==> images/port_nets.png <==
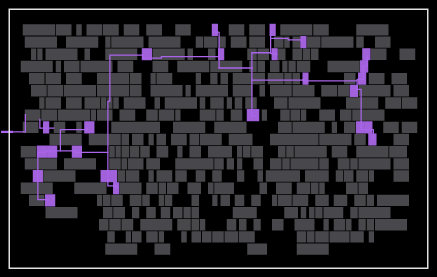
==> images/gate_families.png <==
Scale bar: 20 um.
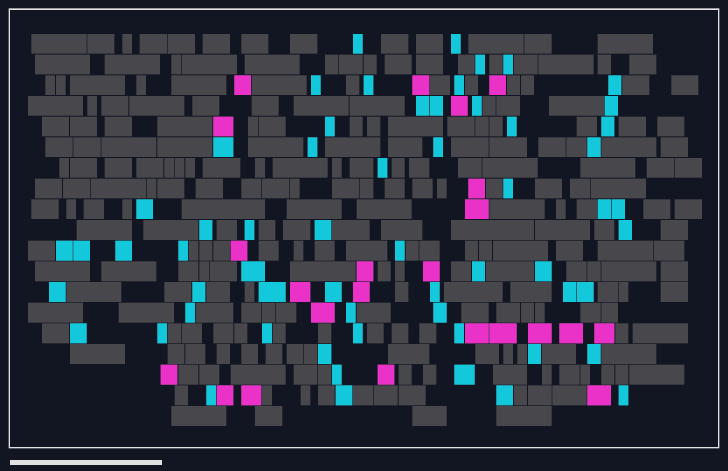
==> images/met3.png <==
Scale bar: 20 um.
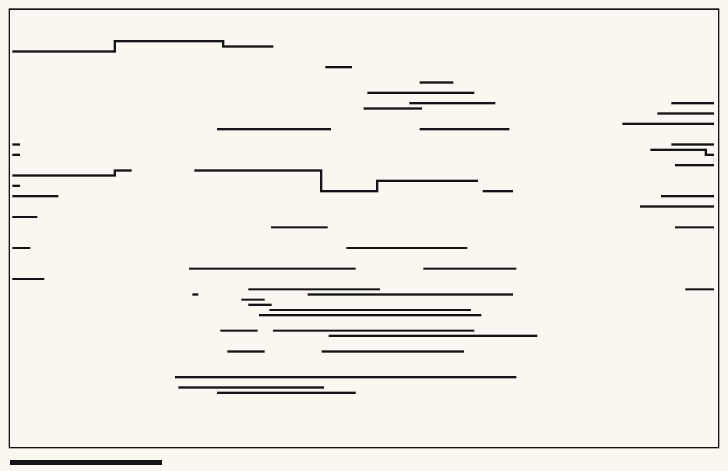
`src/rtl/sccb_slave_if.sv`:
```
// SCCB pins and register-file port of sccb_slave, grouped into one bundle.
// The slave modport drives SIOD/register outputs; the master side drives the bus and read data.
interface sccb_slave_if;
    logic       sioc;
    logic       siod_in;
    logic       siod_oe;
    logic [7:0] reg_addr;
    logic [7:0] reg_wdata;
    logic       reg_we;
    logic       reg_re;
    logic [7:0] reg_rdata;
    logic       busy;

    modport slave (
        input  sioc, siod_in, reg_rdata,
        output siod_oe, reg_addr, reg_wdata, reg_we, reg_re, busy
    );

    modport master (
        output sioc, siod_in, reg_rdata,
        input  siod_oe, reg_addr, reg_wdata, reg_we, reg_re, busy
    );
endinterface

```
`src/rtl/sccb_slave.sv`:
```
// SCCB (I2C-like) register-access slave: oversamples SIOC/SIOD on clk, decodes START/STOP,
// acks device-ID/sub-address/write bytes and serves sequential reads from a combinational register file.
module sccb_slave #(
    parameter logic [6:0] DEV_ID = 7'h21
) (
    input  logic        clk,
    input  logic        rstn,
    sccb_slave_if.slave bus
);
    typedef enum logic [3:0] {
        IDLE, ID, ID_ACK, SUB, SUB_ACK, WDATA, WDATA_ACK, RDATA, RDATA_NA, IGNORE
    } state_t;

    state_t      state_q, state_d;
    // [0],[1] are the synchronizer stages, [2] is the history flop for edge detection
    logic [2:0]  sioc_sync_q, siod_sync_q;
    logic [3:0]  cnt_q, cnt_d;
    logic [6:0]  sh_q, sh_d;
    logic [6:0]  tx_q, tx_d;
    logic        rw_q, rw_d;
    logic        na_q, na_d;
    logic        oe_q, oe_d;
    logic        we_q, we_d;
    logic [7:0]  addr_q, addr_d;
    logic [7:0]  wdata_q, wdata_d;

    logic        sioc_rise, sioc_fall, start_det, stop_det, load_tx;
    logic [7:0]  rx_byte;

    assign sioc_rise = sioc_sync_q[1] & ~sioc_sync_q[2];
    assign sioc_fall = ~sioc_sync_q[1] & sioc_sync_q[2];
    assign start_det = sioc_sync_q[1] & sioc_sync_q[2] & siod_sync_q[2] & ~siod_sync_q[1];
    assign stop_det  = sioc_sync_q[1] & sioc_sync_q[2] & ~siod_sync_q[2] & siod_sync_q[1];
    assign rx_byte   = {sh_q, siod_sync_q[1]};

    always_ff @(posedge clk) begin
        if (!rstn) begin
            sioc_sync_q <= 3'b111;
            siod_sync_q <= 3'b111;
            state_q     <= IDLE;
            cnt_q       <= 4'd0;
            sh_q        <= 7'd0;
            tx_q        <= 7'd0;
            rw_q        <= 1'b0;
            na_q        <= 1'b0;
            oe_q        <= 1'b0;
            we_q        <= 1'b0;
            addr_q      <= 8'h00;
            wdata_q     <= 8'h00;
        end else begin
            sioc_sync_q <= {sioc_sync_q[1:0], bus.sioc};
            siod_sync_q <= {siod_sync_q[1:0], bus.siod_in};
            state_q     <= state_d;
            cnt_q       <= cnt_d;
            sh_q        <= sh_d;
            tx_q        <= tx_d;
            rw_q        <= rw_d;
            na_q        <= na_d;
            oe_q        <= oe_d;
            we_q        <= we_d;
            addr_q      <= addr_d;
            wdata_q     <= wdata_d;
        end
    end

    // Bus conditions outrank bit handling; ack states use cnt_q as "ack already driven".
    always_comb begin
        state_d = state_q;
        cnt_d   = cnt_q;
        sh_d    = sh_q;
        tx_d    = tx_q;
        rw_d    = rw_q;
        na_d    = na_q;
        oe_d    = oe_q;
        we_d    = 1'b0;
        addr_d  = addr_q;
        wdata_d = wdata_q;
        if (start_det) begin
            state_d = ID;
            cnt_d   = 4'd0;
            oe_d    = 1'b0;
        end else if (stop_det) begin
            state_d = IDLE;
            cnt_d   = 4'd0;
            oe_d    = 1'b0;
        end else begin
            unique case (state_q)
                ID, SUB, WDATA: begin
                    if (sioc_rise) begin
                        sh_d  = rx_byte[6:0];
                        cnt_d = cnt_q + 4'd1;
                        if (cnt_q == 4'd7) begin
                            cnt_d = 4'd0;
                            if (state_q == ID) begin
                                if (rx_byte[7:1] == DEV_ID) begin
                                    state_d = ID_ACK;
                                    rw_d    = rx_byte[0];
                                end else begin
                                    state_d = IGNORE;
                                end
                            end else if (state_q == SUB) begin
                                addr_d  = rx_byte;
                                state_d = SUB_ACK;
                            end else begin
                                wdata_d = rx_byte;
                                we_d    = 1'b1;
                                state_d = WDATA_ACK;
                            end
                        end
                    end
                end
                ID_ACK, SUB_ACK, WDATA_ACK: begin
                    if (sioc_fall) begin
                        if (cnt_q == 4'd0) begin
                            oe_d  = 1'b1;
                            cnt_d = 4'd1;
                        end else begin
                            oe_d  = 1'b0;
                            cnt_d = 4'd0;
                            if (state_q == ID_ACK) begin
                                if (rw_q) begin
                                    state_d = RDATA;
                                    tx_d    = bus.reg_rdata[6:0];
                                    oe_d    = ~bus.reg_rdata[7];
                                end else begin
                                    state_d = SUB;
                                end
                            end else if (state_q == SUB_ACK) begin
                                state_d = WDATA;
                            end else begin
                                state_d = WDATA;
                                addr_d  = addr_q + 8'd1;
                            end
                        end
                    end
                end
                RDATA: begin
                    if (sioc_rise) begin
                        cnt_d = cnt_q + 4'd1;
                    end else if (sioc_fall) begin
                        if (cnt_q == 4'd8) begin
                            oe_d    = 1'b0;
                            cnt_d   = 4'd0;
                            state_d = RDATA_NA;
                        end else begin
                            tx_d = {tx_q[5:0], 1'b0};
                            oe_d = ~tx_q[6];
                        end
                    end
                end
                RDATA_NA: begin
                    // Address advances on the ACK sample so reg_rdata is already valid at reload.
                    if (sioc_rise) begin
                        na_d  = siod_sync_q[1];
                        cnt_d = 4'd1;
                        if (!siod_sync_q[1]) addr_d = addr_q + 8'd1;
                    end else if (sioc_fall && cnt_q == 4'd1) begin
                        cnt_d = 4'd0;
                        if (na_q) begin
                            state_d = IGNORE;
                        end else begin
                            state_d = RDATA;
                            tx_d    = bus.reg_rdata[6:0];
                            oe_d    = ~bus.reg_rdata[7];
                        end
                    end
                end
                default: ;
            endcase
        end
    end

    always_comb begin
        load_tx = 1'b0;
        if (!start_det && !stop_det && sioc_fall && cnt_q == 4'd1) begin
            if (state_q == ID_ACK && rw_q)    load_tx = 1'b1;
            if (state_q == RDATA_NA && !na_q) load_tx = 1'b1;
        end
        bus.reg_re    = load_tx;
        bus.busy      = (state_q != IDLE);
        bus.siod_oe   = oe_q;
        bus.reg_we    = we_q;
        bus.reg_addr  = addr_q;
        bus.reg_wdata = wdata_q;
    end
endmodule
```
`src/flat_wrapper.sv`:
```
// flat-port wrapper written by rule: the top's interface ports become plain ports
module sccb_slave_flat 
#(
    parameter logic [6:0] DEV_ID = 7'h21
)
  (clk, rstn, bus_sioc, bus_siod_in, bus_reg_rdata, bus_siod_oe, bus_reg_addr, bus_reg_wdata, bus_reg_we, bus_reg_re, bus_busy);
  sccb_slave_if bus_i ();
  input  logic clk;
  input  logic rstn;
  input wire logic [$bits(bus_i.sioc)-1:0] bus_sioc;
  input wire logic [$bits(bus_i.siod_in)-1:0] bus_siod_in;
  input wire logic [$bits(bus_i.reg_rdata)-1:0] bus_reg_rdata;
  output wire logic [$bits(bus_i.siod_oe)-1:0] bus_siod_oe;
  output wire logic [$bits(bus_i.reg_addr)-1:0] bus_reg_addr;
  output wire logic [$bits(bus_i.reg_wdata)-1:0] bus_reg_wdata;
  output wire logic [$bits(bus_i.reg_we)-1:0] bus_reg_we;
  output wire logic [$bits(bus_i.reg_re)-1:0] bus_reg_re;
  output wire logic [$bits(bus_i.busy)-1:0] bus_busy;
  assign bus_i.sioc = bus_sioc;
  assign bus_i.siod_in = bus_siod_in;
  assign bus_i.reg_rdata = bus_reg_rdata;
  assign bus_siod_oe = bus_i.siod_oe;
  assign bus_reg_addr = bus_i.reg_addr;
  assign bus_reg_wdata = bus_i.reg_wdata;
  assign bus_reg_we = bus_i.reg_we;
  assign bus_reg_re = bus_i.reg_re;
  assign bus_busy = bus_i.busy;
  sccb_slave #(.DEV_ID(DEV_ID)) u_core (.clk(clk), .rstn(rstn), .bus(bus_i));
endmodule
```
`config.mk`:
```
export PLATFORM = sky130hd
export DESIGN_NAME = sccb_slave_flat
export DESIGN_NICKNAME = d
export VERILOG_FILES = /design/src/rtl/sccb_slave_if.sv /design/src/rtl/sccb_slave.sv /design/src/flat_wrapper.sv
export SDC_FILE = /design/constraint.sdc
export NUM_CORES = 1
export LEC_CHECK = 0
export CORE_ASPECT_RATIO = 0.6
export CORE_MARGIN = 2
export CORE_UTILIZATION = 55
export DETAILED_ROUTE_END_ITERATION = 8
export PLACE_DENSITY = 0.77
export SKIP_CTS_REPAIR_TIMING = 1
export SYNTH_ARGS = -nofsm -noshare
export SYNTH_HDL_FRONTEND = slang
export SYNTH_SLANG_ARGS = --single-unit
```
`constraint.sdc`:
```
create_clock -name clk -period 2.6 [get_ports clk]
set_input_delay 0.26 -clock clk [delete_from_list [all_inputs] [get_ports clk]]
set_output_delay 0.26 -clock clk [all_outputs]
set_load 0.05 [all_outputs]
```
==> flow_metrics.tcl <==
# metrics dict for downstream scripts
set metrics [dict create \
    ys_area_um2 2620 \
    synth.area.top_cells "dfxtp_1, mux2i_1, a21oi_1" \
    cp-startpoint "u_core.state_q[3]" \
    critPathBufInv 2 \
    clock_power_share_pct 42.3 \
    numSynthFlops 48 \
    r2r-end "u_core.cnt_q[0]" \
    dr.max_layer_used "met4" \
    dieArea_um2 5350 \
    worst-path-stages 3 \
    fa_ha_area_share_pct 1.91 \
    tns_ns 0 \
    ff_type "dfxtp_1" \
    top_usage_layer "met1" \
    status "complete, no violations" \
    top_cell "dfxtp_1" \
    synth_cell_type_count 58 \
    clkbuf_count 5 \
    use_met2_pct 33.6 \
    synthArstFlopShare_pct 0 \
]
Notes on port_nets.png above:
rstn: drawn in purple, bits 1, direction input, end cells 24, buffers 2, wire 211 um.

Notes on gate_families.png above:
AND and OR gates: drawn in magenta, cells 23. NAND gates: drawn in cyan, cells 60, most used nand2_1, where widely spread.

Notes on met3.png above:
The layer carries 570 um of wire. The wires run mostly horizontal.

